run_1/layer_met2.png
Bar = 20 um.
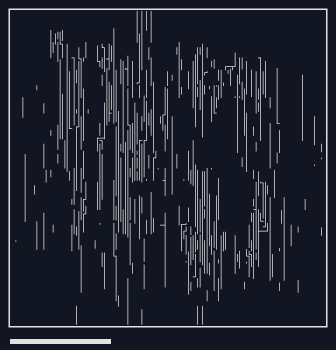
run_1/clk_routes.png
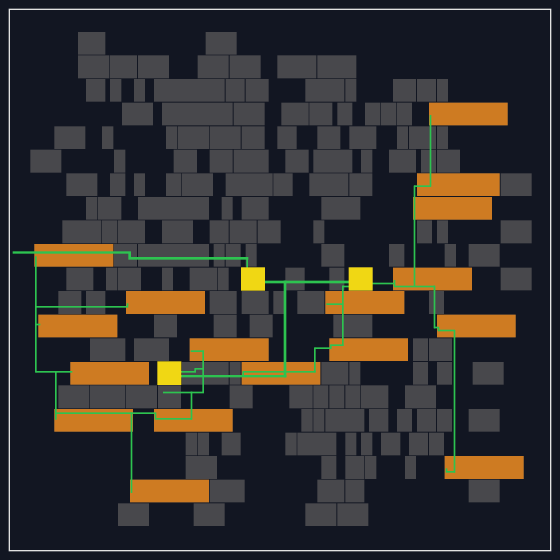
run_1/placement.png
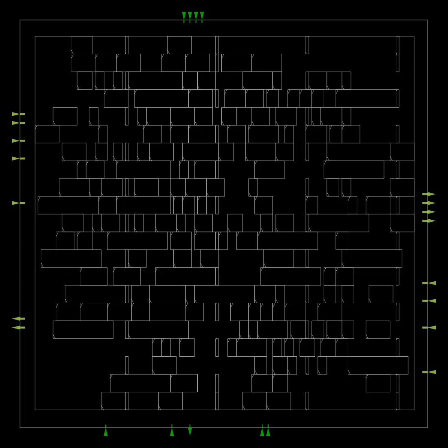
===== config.mk =====
export PLATFORM = sky130hd
export DESIGN_NAME = ahb_bus_arbiter
export DESIGN_NICKNAME = d
export VERILOG_FILES = /design/src/rtl/ahb_pkg.sv /design/src/rtl/ahb_rr_picker.sv /design/src/rtl/ahb_bus_arbiter.sv
export SDC_FILE = /design/constraint.sdc
export NUM_CORES = 1
export LEC_CHECK = 0
export ABC_AREA = 0
export CAP_MARGIN = 40
export CELL_PAD_IN_SITES_DETAIL_PLACEMENT = 0
export CELL_PAD_IN_SITES_GLOBAL_PLACEMENT = 1
export CORE_MARGIN = 2
export CORE_UTILIZATION = 42
export CTS_BUF_LIST = sky130_fd_sc_hd__clkbuf_4 sky130_fd_sc_hd__clkbuf_8
export CTS_CLUSTER_SIZE = 24
export DETAILED_ROUTE_END_ITERATION = 10
export PLACE_DENSITY_LB_ADDON = 0.1
export REMOVE_ABC_BUFFERS = 1
export SYNTH_ARGS = -nofsm -noshare
export SYNTH_HDL_FRONTEND = slang
export SYNTH_SLANG_ARGS = --single-unit

===== constraint.sdc =====
create_clock -name HCLK -period 3.3 [get_ports HCLK]
set_input_delay 0.66 -clock HCLK [delete_from_list [all_inputs] [get_ports HCLK]]
set_output_delay 0.66 -clock HCLK [all_outputs]
set_load 0.05 [all_outputs]

===== src/rtl/ahb_pkg.sv =====
// Shared AHB encodings and the burst-length lookup used by the bus arbiter.
package ahb_pkg;

  typedef enum logic [1:0] {
    HTRANS_IDLE   = 2'b00,
    HTRANS_BUSY   = 2'b01,
    HTRANS_NONSEQ = 2'b10,
    HTRANS_SEQ    = 2'b11
  } htrans_e;

  typedef enum logic [2:0] {
    HBURST_SINGLE = 3'b000,
    HBURST_INCR   = 3'b001,
    HBURST_WRAP4  = 3'b010,
    HBURST_INCR4  = 3'b011,
    HBURST_WRAP8  = 3'b100,
    HBURST_INCR8  = 3'b101,
    HBURST_WRAP16 = 3'b110,
    HBURST_INCR16 = 3'b111
  } hburst_e;

  typedef enum logic [2:0] {
    HSIZE_BYTE  = 3'b000,
    HSIZE_HALF  = 3'b001,
    HSIZE_WORD  = 3'b010,
    HSIZE_DWORD = 3'b011,
    HSIZE_128   = 3'b100,
    HSIZE_256   = 3'b101,
    HSIZE_512   = 3'b110,
    HSIZE_1024  = 3'b111
  } hsize_e;

  localparam int BEAT_CNT_W = 4;

  // Beats remaining after the NONSEQ beat; undefined-length bursts count as 0.
  function automatic logic [BEAT_CNT_W-1:0] burst_beats_left(input hburst_e burst);
    case (burst)
      HBURST_WRAP4,  HBURST_INCR4:  return 4'd3;
      HBURST_WRAP8,  HBURST_INCR8:  return 4'd7;
      HBURST_WRAP16, HBURST_INCR16: return 4'd15;
      default:                      return 4'd0;
    endcase
  endfunction

endpackage


===== src/rtl/ahb_rr_picker.sv =====
// Combinational winner selection: round-robin starting after ptr_i, or
// lowest-index-first when ARB_FIXED_PRIO_EN is defined.
module ahb_rr_picker #(
  parameter int NUM_MASTERS = 4,
  parameter int MID_WIDTH   = 2
) (
  input  logic [NUM_MASTERS-1:0] req_i,
  input  logic [MID_WIDTH-1:0]   ptr_i,
  output logic [NUM_MASTERS-1:0] grant_o,
  output logic [MID_WIDTH-1:0]   idx_o,
  output logic                   any_o
);

`ifdef ARB_FIXED_PRIO_EN
  logic unused_ptr;
  assign unused_ptr = ^ptr_i;

  always_comb begin
    grant_o = '0;
    idx_o   = '0;
    any_o   = 1'b0;
    // Descending scan so the lowest requesting index is the last write.
    for (int i = NUM_MASTERS - 1; i >= 0; i--) begin
      if (req_i[i]) begin
        grant_o    = '0;
        grant_o[i] = 1'b1;
        idx_o      = MID_WIDTH'(i);
        any_o      = 1'b1;
      end
    end
  end
`else
  int                   cand;
  logic [MID_WIDTH-1:0] cand_idx;

  always_comb begin
    grant_o  = '0;
    idx_o    = '0;
    any_o    = 1'b0;
    cand     = 0;
    cand_idx = '0;
    // The pointer's own index is visited last, so the owner only keeps
    // the bus when nobody else is asking.
    for (int k = 1; k <= NUM_MASTERS; k++) begin
      cand = int'(ptr_i) + k;
      if (cand >= NUM_MASTERS) cand = cand - NUM_MASTERS;
      cand_idx = MID_WIDTH'(cand);
      if (!any_o && req_i[cand_idx]) begin
        grant_o           = '0;
        grant_o[cand_idx] = 1'b1;
        idx_o             = cand_idx;
        any_o             = 1'b1;
      end
    end
  end
`endif

endmodule


===== src/rtl/ahb_bus_arbiter.sv =====
// AHB bus arbiter: grants one master at legal arbitration points, never splits
// locked sequences or fixed bursts. ARB_FIXED_PRIO_EN selects fixed priority.
module ahb_bus_arbiter
  import ahb_pkg::*;
#(
  parameter int NUM_MASTERS = 4,
  parameter int MID_WIDTH   = 2,
  parameter int DEFAULT_MST = 0
) (
  input  logic                   HCLK,
  input  logic                   HRESETn,
  input  logic [NUM_MASTERS-1:0] HBUSREQ,
  input  logic [NUM_MASTERS-1:0] HLOCK,
  input  logic [1:0]             HTRANS,
  input  logic [2:0]             HBURST,
  input  logic                   HREADY,
  input  logic                   HRESP,
  output logic [NUM_MASTERS-1:0] HGRANT,
  output logic [MID_WIDTH-1:0]   HMASTER,
  output logic                   HMASTLOCK
);

  localparam logic [NUM_MASTERS-1:0] DEF_GRANT = NUM_MASTERS'(1) << DEFAULT_MST;
  localparam logic [MID_WIDTH-1:0]   DEF_IDX   = MID_WIDTH'(DEFAULT_MST);

  logic [NUM_MASTERS-1:0] grant_q, grant_d;
  logic [MID_WIDTH-1:0]   owner_q, owner_d;
  logic [MID_WIDTH-1:0]   rr_ptr_q, rr_ptr_d;
  logic [MID_WIDTH-1:0]   master_q, master_d;
  logic                   mastlock_q, mastlock_d;
  logic                   lock_hold_q, lock_hold_d;
  logic                   err_q, err_d;
  logic [BEAT_CNT_W-1:0]  beat_cnt_q, beat_cnt_d;

  logic [NUM_MASTERS-1:0] win_oh, new_grant;
  logic [MID_WIDTH-1:0]   win_idx, new_idx;
  logic                   win_any;
  logic                   arb_point, owner_locked, rearb, err_start;
  htrans_e                trans;
  hburst_e                burst;

  ahb_rr_picker #(
    .NUM_MASTERS(NUM_MASTERS),
    .MID_WIDTH  (MID_WIDTH)
  ) u_picker (
    .req_i  (HBUSREQ),
    .ptr_i  (rr_ptr_q),
    .grant_o(win_oh),
    .idx_o  (win_idx),
    .any_o  (win_any)
  );

  always_comb begin
    trans     = htrans_e'(HTRANS);
    burst     = hburst_e'(HBURST);
    new_grant = win_any ? win_oh  : DEF_GRANT;
    new_idx   = win_any ? win_idx : DEF_IDX;
    err_start = HRESP && !HREADY;
    // err_q makes the HREADY edge that ends an ERROR response an arb point.
    arb_point = (trans == HTRANS_IDLE)
             || (trans == HTRANS_NONSEQ && (burst == HBURST_SINGLE || burst == HBURST_INCR))
             || (trans == HTRANS_SEQ && beat_cnt_q == 4'd1)
             || (trans == HTRANS_SEQ && burst == HBURST_INCR)
             || err_q;
    owner_locked = HLOCK[owner_q] && HBUSREQ[owner_q];
    rearb        = HREADY && arb_point && !(lock_hold_q && owner_locked);
  end

  always_comb begin
    grant_d     = grant_q;
    owner_d     = owner_q;
    rr_ptr_d    = rr_ptr_q;
    master_d    = master_q;
    mastlock_d  = mastlock_q;
    lock_hold_d = lock_hold_q;
    err_d       = err_q;
    beat_cnt_d  = beat_cnt_q;

    if (err_start) begin
      err_d       = 1'b1;
      lock_hold_d = 1'b0;
      beat_cnt_d  = '0;
    end else if (HREADY) begin
      err_d      = 1'b0;
      master_d   = owner_q;
      mastlock_d = lock_hold_q;
      if (trans == HTRANS_NONSEQ) begin
        beat_cnt_d = burst_beats_left(burst);
      end else if (trans == HTRANS_SEQ && beat_cnt_q != '0) begin
        beat_cnt_d = beat_cnt_q - 4'd1;
      end
      if (rearb) begin
        grant_d     = new_grant;
        owner_d     = new_idx;
        lock_hold_d = HLOCK[new_idx] && HBUSREQ[new_idx];
`ifdef ARB_FIXED_PRIO_EN
        rr_ptr_d    = DEF_IDX;
`else
        if (new_idx != owner_q) rr_ptr_d = new_idx;
`endif
      end
    end
  end

  always_ff @(posedge HCLK or negedge HRESETn) begin
    if (!HRESETn) begin
      grant_q     <= DEF_GRANT;
      owner_q     <= DEF_IDX;
      rr_ptr_q    <= DEF_IDX;
      master_q    <= DEF_IDX;
      mastlock_q  <= 1'b0;
      lock_hold_q <= 1'b0;
      err_q       <= 1'b0;
      beat_cnt_q  <= '0;
    end else begin
      grant_q     <= grant_d;
      owner_q     <= owner_d;
      rr_ptr_q    <= rr_ptr_d;
      master_q    <= master_d;
      mastlock_q  <= mastlock_d;
      lock_hold_q <= lock_hold_d;
      err_q       <= err_d;
      beat_cnt_q  <= beat_cnt_d;
    end
  end

  assign HGRANT    = grant_q;
  assign HMASTER   = master_q;
  assign HMASTLOCK = mastlock_q;

endmodule


==> reports/results.ini, run 1 <==
[pwr]
p_comb_share_pct=68.8
p_int_w=0.000795
power_density_nw_per_um2=870
ir_drop_uv=472
clock_net_power_w=0.000120
finalPower_w=0.00153
p_seq_share_pct=23.3
p_sw_share_pct=47.9

[clocking]
cts.path.max_buffers=2
h-tree-depth=1
cts_hold_buf=0
cts_tree=done
post_cts_buffers=0

[finish]
area_growth_pct=22.7
comb_area_um2=930
clock_area_share_pct=1.71
antenna_cells=0
comb_share_pct=53.0
ff_latch_area_um2=427
final_cell_area_um2=1750
nClkBuffers=4
mostFrequentLayoutCell=clkdlybuf4s50_1
nNetsFinal=209
signal_buffer_area_fraction_pct=15.7
stdcell_count=227

[hold_path]
hold_depth=2
hold_class=reg2reg

[final_timing]
setup_viol=0
grt_setup_unrepaired=false
slew_violations=0
hold_viol=0
skew_ns=0.00123
tns_ns=0
slew_headroom_pct=49.1

[worst_setup_path]
crit_chain=clkdlybuf4s50_1 > mux4_2 > or3_4 > a21oi_2 > mux2i_1 > a211oi_1 > a211oi_1
critPathCapture=lock_hold_q$_DFFE_PN0P_
cp_top_family=multiplexers
cp_common_cell=a211oi_1
cp_max_fo=9
critical-path-max-stage-delay_ns=0.57
setup.worst_path.end_class=register
cp_data_arrival_time_ns=3.08
critPathRequiredTime_ns=3.50
crit_start=HBUSREQ[3]

[status]
status=finished clean

[synthesis]
async_flop_share_pct=100
synth-edff-count=0
yosys_area_um2=1430
synthCells=156
xor_area_share_pct=1.23
synth_top_area_share_pct=28.0
synth-simple-area-share_pct=16.6
ys_sh_adder_pct=8.76
topCombFamilyByArea=AND-OR/OR-AND gates
ys_cells=156
ys.flop_type=dfrtp_1

[global_routing]
overflow=0
grt_antenna_before_repair=0
grt_max_degree=20
grt_pass1_wl_mm=5.81
use_met2_pct=28.9

[route]
wl_met1_mm=1.60
met3_length_um=182
wl_met2_mm=1.56

[placement]
place.detailed.hpwl_mm=2.57
dp_cells=223

[die]
die_height_um=62.3
die_x_um=62.3
initial_core_util_pct=43.2
nWellTaps=46
ios=24
dieArea_um2=3880

[flow_run]
warning_count=33

## Picture notes: layer_met2.png
The longest straight run is 25.2 um. 171 nets have wire on it. The layer holds 47% of the routed length. The layer carries 1,560 um of wire. The wires run mostly vertical.
via count: 1,297
WL final: 3.35 mm

## Picture notes: clk_routes.png
Key: yellow = clock drivers [count 3]; orange = flip-flops [count 17]; green = clock wires [length 223 um]
There are 4 routed clock nets.

## Picture notes: placement.png
registers: 17
Core ar.: 3310 um2
fillers: 338
utilization after layout: 52.9%

run_1/power_grid.png
Pins as bars on the die edge. Tap cells in gray.
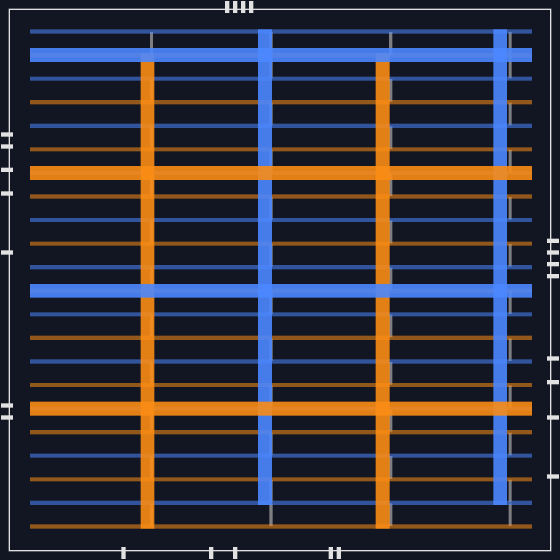

## Run 2: what changed since run 1
--- a/config.mk
+++ b/config.mk
@@ -8,8 +8,8 @@
 export ABC_AREA = 0
 export CAP_MARGIN = 40
-export CELL_PAD_IN_SITES_DETAIL_PLACEMENT = 0
-export CELL_PAD_IN_SITES_GLOBAL_PLACEMENT = 1
+export CELL_PAD_IN_SITES_DETAIL_PLACEMENT = 2
+export CELL_PAD_IN_SITES_GLOBAL_PLACEMENT = 2
 export CORE_MARGIN = 2
-export CORE_UTILIZATION = 42
+export CORE_UTILIZATION = 33
 export CTS_BUF_LIST = sky130_fd_sc_hd__clkbuf_4 sky130_fd_sc_hd__clkbuf_8
 export CTS_CLUSTER_SIZE = 24
==> constraint.sdc (replaced) <==
create_clock -name HCLK -period 3.3 [get_ports HCLK]
set_input_delay 0.66 -clock HCLK [delete_from_list [all_inputs] [get_ports HCLK]]
set_output_delay 0.66 -clock HCLK [all_outputs]
set_load 0.02 [all_outputs]
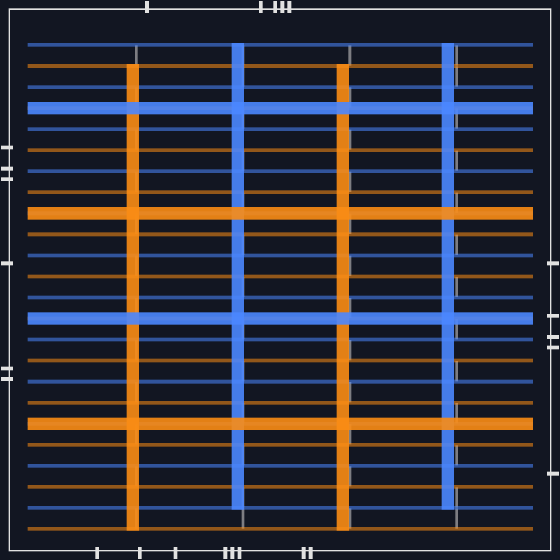
run_2/power_grid.png
Pins as bars on the die edge. Tap cells in gray.
Key: blue = VDD; orange = VSS
The core has 23 rows. 4 straps on met4. 50 tap cells.
Peak VDD IR: 336 uV
Die Wd: 69.8 um
Core ar.: 4090 um2
die height: 69.8 um

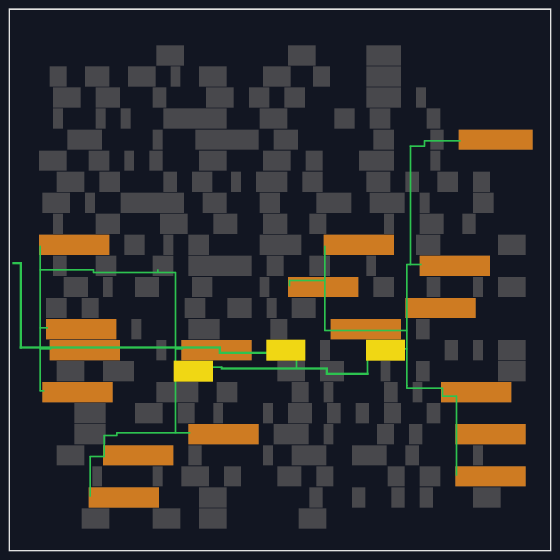
run_2/clk_routes.png
Key: yellow = clock drivers [count 3]; orange = flip-flops [count 17]; green = clock wires [length 246 um]
There are 4 routed clock nets.
clk ins delay skew pair: 0.25 ns
power share of the clock group: 10.6%
Final Skew: 0.00182 ns
Clk power: 0.000163 W

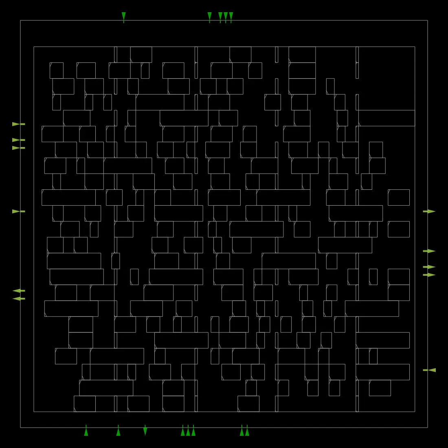
run_2/placement.png
n_taps: 50
fillers: 475

==> run 2 against run 1 <==
Non-clock buffer count unchanged; routed wire length up 26%; maximum frequency down 2.3%; clock power up 36%.
==> reports/results.ini, run 2 <==
[status]
status=finished clean

[synthesis]
synthCells=156
ys_cells=156
topCombFamilyByArea=AND-OR/OR-AND gates
xor_area_share_pct=1.23
synth_top_area_share_pct=28.0
ys_sh_adder_pct=8.76
synth-simple-area-share_pct=16.6
synth-edff-count=0
ys.flop_type=dfrtp_1

[global_routing]
grt_pass1_wl_mm=6.94
overflow=0

[placement]
dp_cells=227
place.detailed.hpwl_mm=3.37

[finish]
stdcell_count=231
final_cell_area_um2=1780
clock_area_share_pct=2.75
nClkBuffers=4
signal_buffer_area_fraction_pct=15.5
mostFrequentLayoutCell=clkdlybuf4s50_1
post-route-util_pct=43.5
nNetsFinal=209
ff_latch_area_um2=427
comb_share_pct=52.3
antenna_cells=0

[final_timing]
slew_headroom_pct=46.5
grt_setup_unrepaired=false
slew_violations=0
hold_viol=0
tns_ns=0

[flow_run]
warning_count=33

[worst_setup_path]
crit_start=HBUSREQ[1]
critPathCapture=lock_hold_q$_DFFE_PN0P_
critical-path-max-stage-delay_ns=0.60
cp_common_cell=a211oi_1
crit_chain=clkdlybuf4s50_1 > mux4_2 > or3_4 > a21oi_2 > mux2i_1 > a211oi_1 > a211oi_1
cp_top_family=multiplexers
cp_data_arrival_time_ns=3.10
cp_max_fo=10

[die]
initial_core_util_pct=35.0
dieArea_um2=4870

[pwr]
p_int_w=0.000837
p_comb_share_pct=65.7
power_density_nw_per_um2=862
p_sw_share_pct=45.4

[clocking]
h-tree-depth=1
cts.path.max_buffers=2
cts_tree=done
post_cts_buffers=0

[route]
wirelength_mm=4.23
vias=1309

[hold_path]
hold_depth=2
hold_class=reg2reg

run_2/placement_by_type.png
Bar = 20 um. Fill, decap, tap and diode cells in gray.
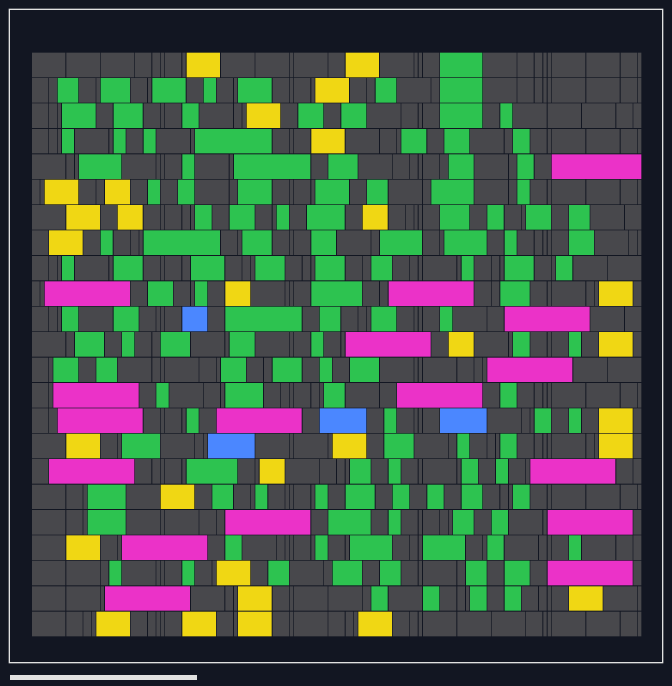

## Run 3: what changed since run 2
- CORE_ASPECT_RATIO: default -> 1.75
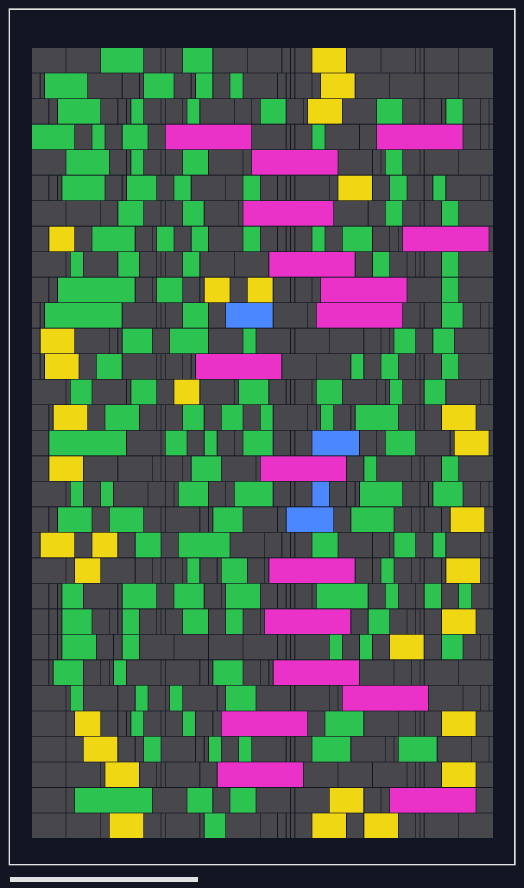
run_3/placement_by_type.png
Bar = 20 um. Fill, decap, tap and diode cells in gray.
Key: magenta = flops [cells 17, share of their area 25%]; yellow = other buffers and delay cells [cells 30, share of their area 16%]; blue = clock drivers and dummy loads [cells 4, share of their area 2.7%]; green = combinational and other logic [cells 131, share of their area 56%]
utilization after layout: 42.9%
num rows: 31

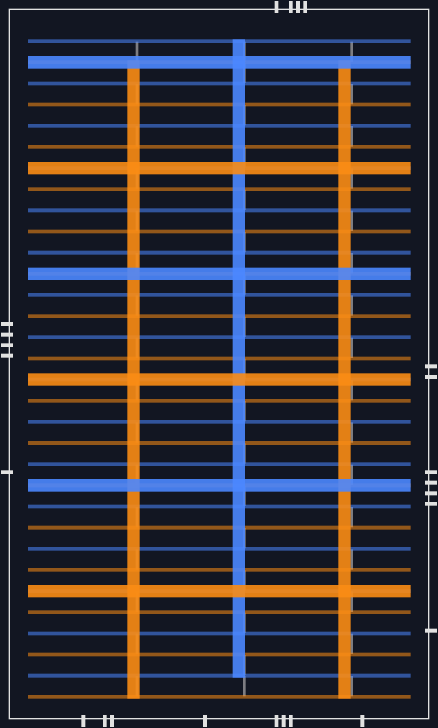
run_3/power_grid.png
Pins as bars on the die edge. Tap cells in gray.
Key: orange = VSS; blue = VDD
The core has 31 rows. 49 tap cells. 32 met1 rails follow the rows. 3 straps on met4.

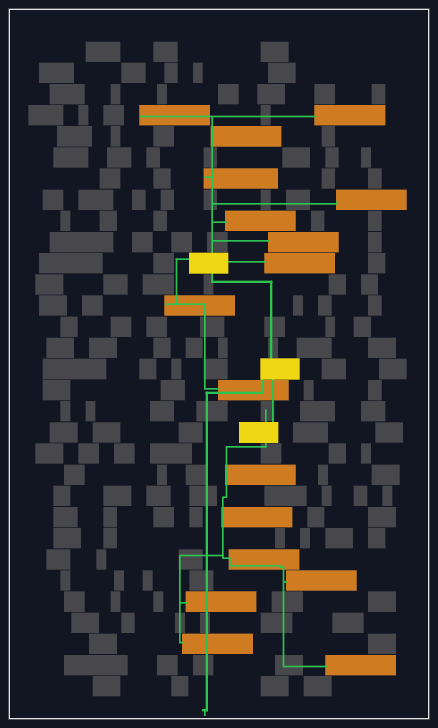
run_3/clk_routes.png
Key: yellow = clock drivers [count 3]; green = clock wires [length 265 um]; orange = flip-flops [count 17]
There are 4 routed clock nets.
clk ins delay skew pair: 0.26 ns
Clk power: 0.000158 W
power share of the clock group: 10.4%
Final Skew: 0.00550 ns

==> run 3 against run 2 <==
Final area grew 0.21%; sequential power grew 1%; clock skew is 0.0037 ns higher; cell count unchanged; area after synthesis unchanged; global-route usage rose by 2.6 points; critical endpoint unchanged; register-to-register slack better by 0.04 ns; highest routed layer unchanged; combinational power is essentially flat; synthesized cell count unchanged; first-iteration DRC count is 79% lower.
==> reports/results.ini, run 3 <==
[die]
ios=24
die_x_um=53.7
dieArea_um2=4890
nWellTaps=49
die_height_um=91.0
core_um2=4150

[status]
status=finished clean

[synthesis]
synth-simple-area-share_pct=16.6
synth-edff-count=0
synth_top_area_share_pct=28.0
ys.flop_type=dfrtp_1
topCellsByArea=dfrtp_1, ha_1, mux4_2
ys_cells=156
xor_area_share_pct=1.23
async_flop_share_pct=100
ys_sh_mux_pct=13.0
syn_area_um2=1430
yosys_area_um2=1430
ys_seq_share_pct=29.9
ys_sh_adder_pct=8.76
topCombFamilyByArea=AND-OR/OR-AND gates
syn_avg_cell_area_um2=9.16
synthCells=156

[final_timing]
grt_setup_unrepaired=false
slew_headroom_pct=50.1
setup_viol=0
slew_violations=0
tns_ns=0
hold_viol=0

[worst_setup_path]
cp_top_family=simple AND/OR/NAND/NOR gates
cp_max_fo=8
critical-path-max-stage-delay_ns=0.60
crit_start=HBUSREQ[2]
crit_chain=clkdlybuf4s50_1 > mux4_2 > or3_4 > and3_1 > a2111oi_2 > a211oi_1 > a211oi_1
critPathRequiredTime_ns=3.46
cp_common_cell=a211oi_1
cp_slowest_cell=mux4_2
criticalPathCategory=in2reg
critPathCapture=lock_hold_q$_DFFE_PN0P_
setup.worst_path.end_class=register
crit_buf_inv=1

[finish]
signal_buffer_area_fraction_pct=15.9
ff_latch_area_um2=427
signal_buffers=30
antenna_cells=0
seq_cell_count=17
mostFrequentLayoutCell=clkdlybuf4s50_1
nNetsFinal=210
clock_area_share_pct=2.60
fill_cells=479
final_cell_area_um2=1780
comb_area_um2=930
comb_share_pct=52.2
area_growth_pct=24.6
stdcell_count=231

[global_routing]
overflow=0
grt_max_degree=20
grt_pass1_wl_mm=7.30
grt_antenna_before_repair=0
use_met2_pct=38.3

[pwr]
p_comb_share_pct=65.5
p_seq_share_pct=24.1
p_sw_share_pct=45.7
ir_drop_uv=459
finalPower_w=0.00152
p_int_w=0.000827
power_density_nw_per_um2=856

[route]
wire_per_inst_um=18.8
wirelength_mm=4.35
wl_met1_mm=1.45
met3_length_um=95
vias=1345

[clocking]
cts_hold_buf=0
post_cts_buffers=0
cts_tree=done
cts.repair.resized=0
h-tree-depth=1

[placement]
dp_cells=227
place.detailed.hpwl_mm=3.63

[hold_path]
hold_class=reg2reg
hold_depth=2

[flow_run]
warning_count=33

No activity file was given, so power comes from the tool's default toggle rates.
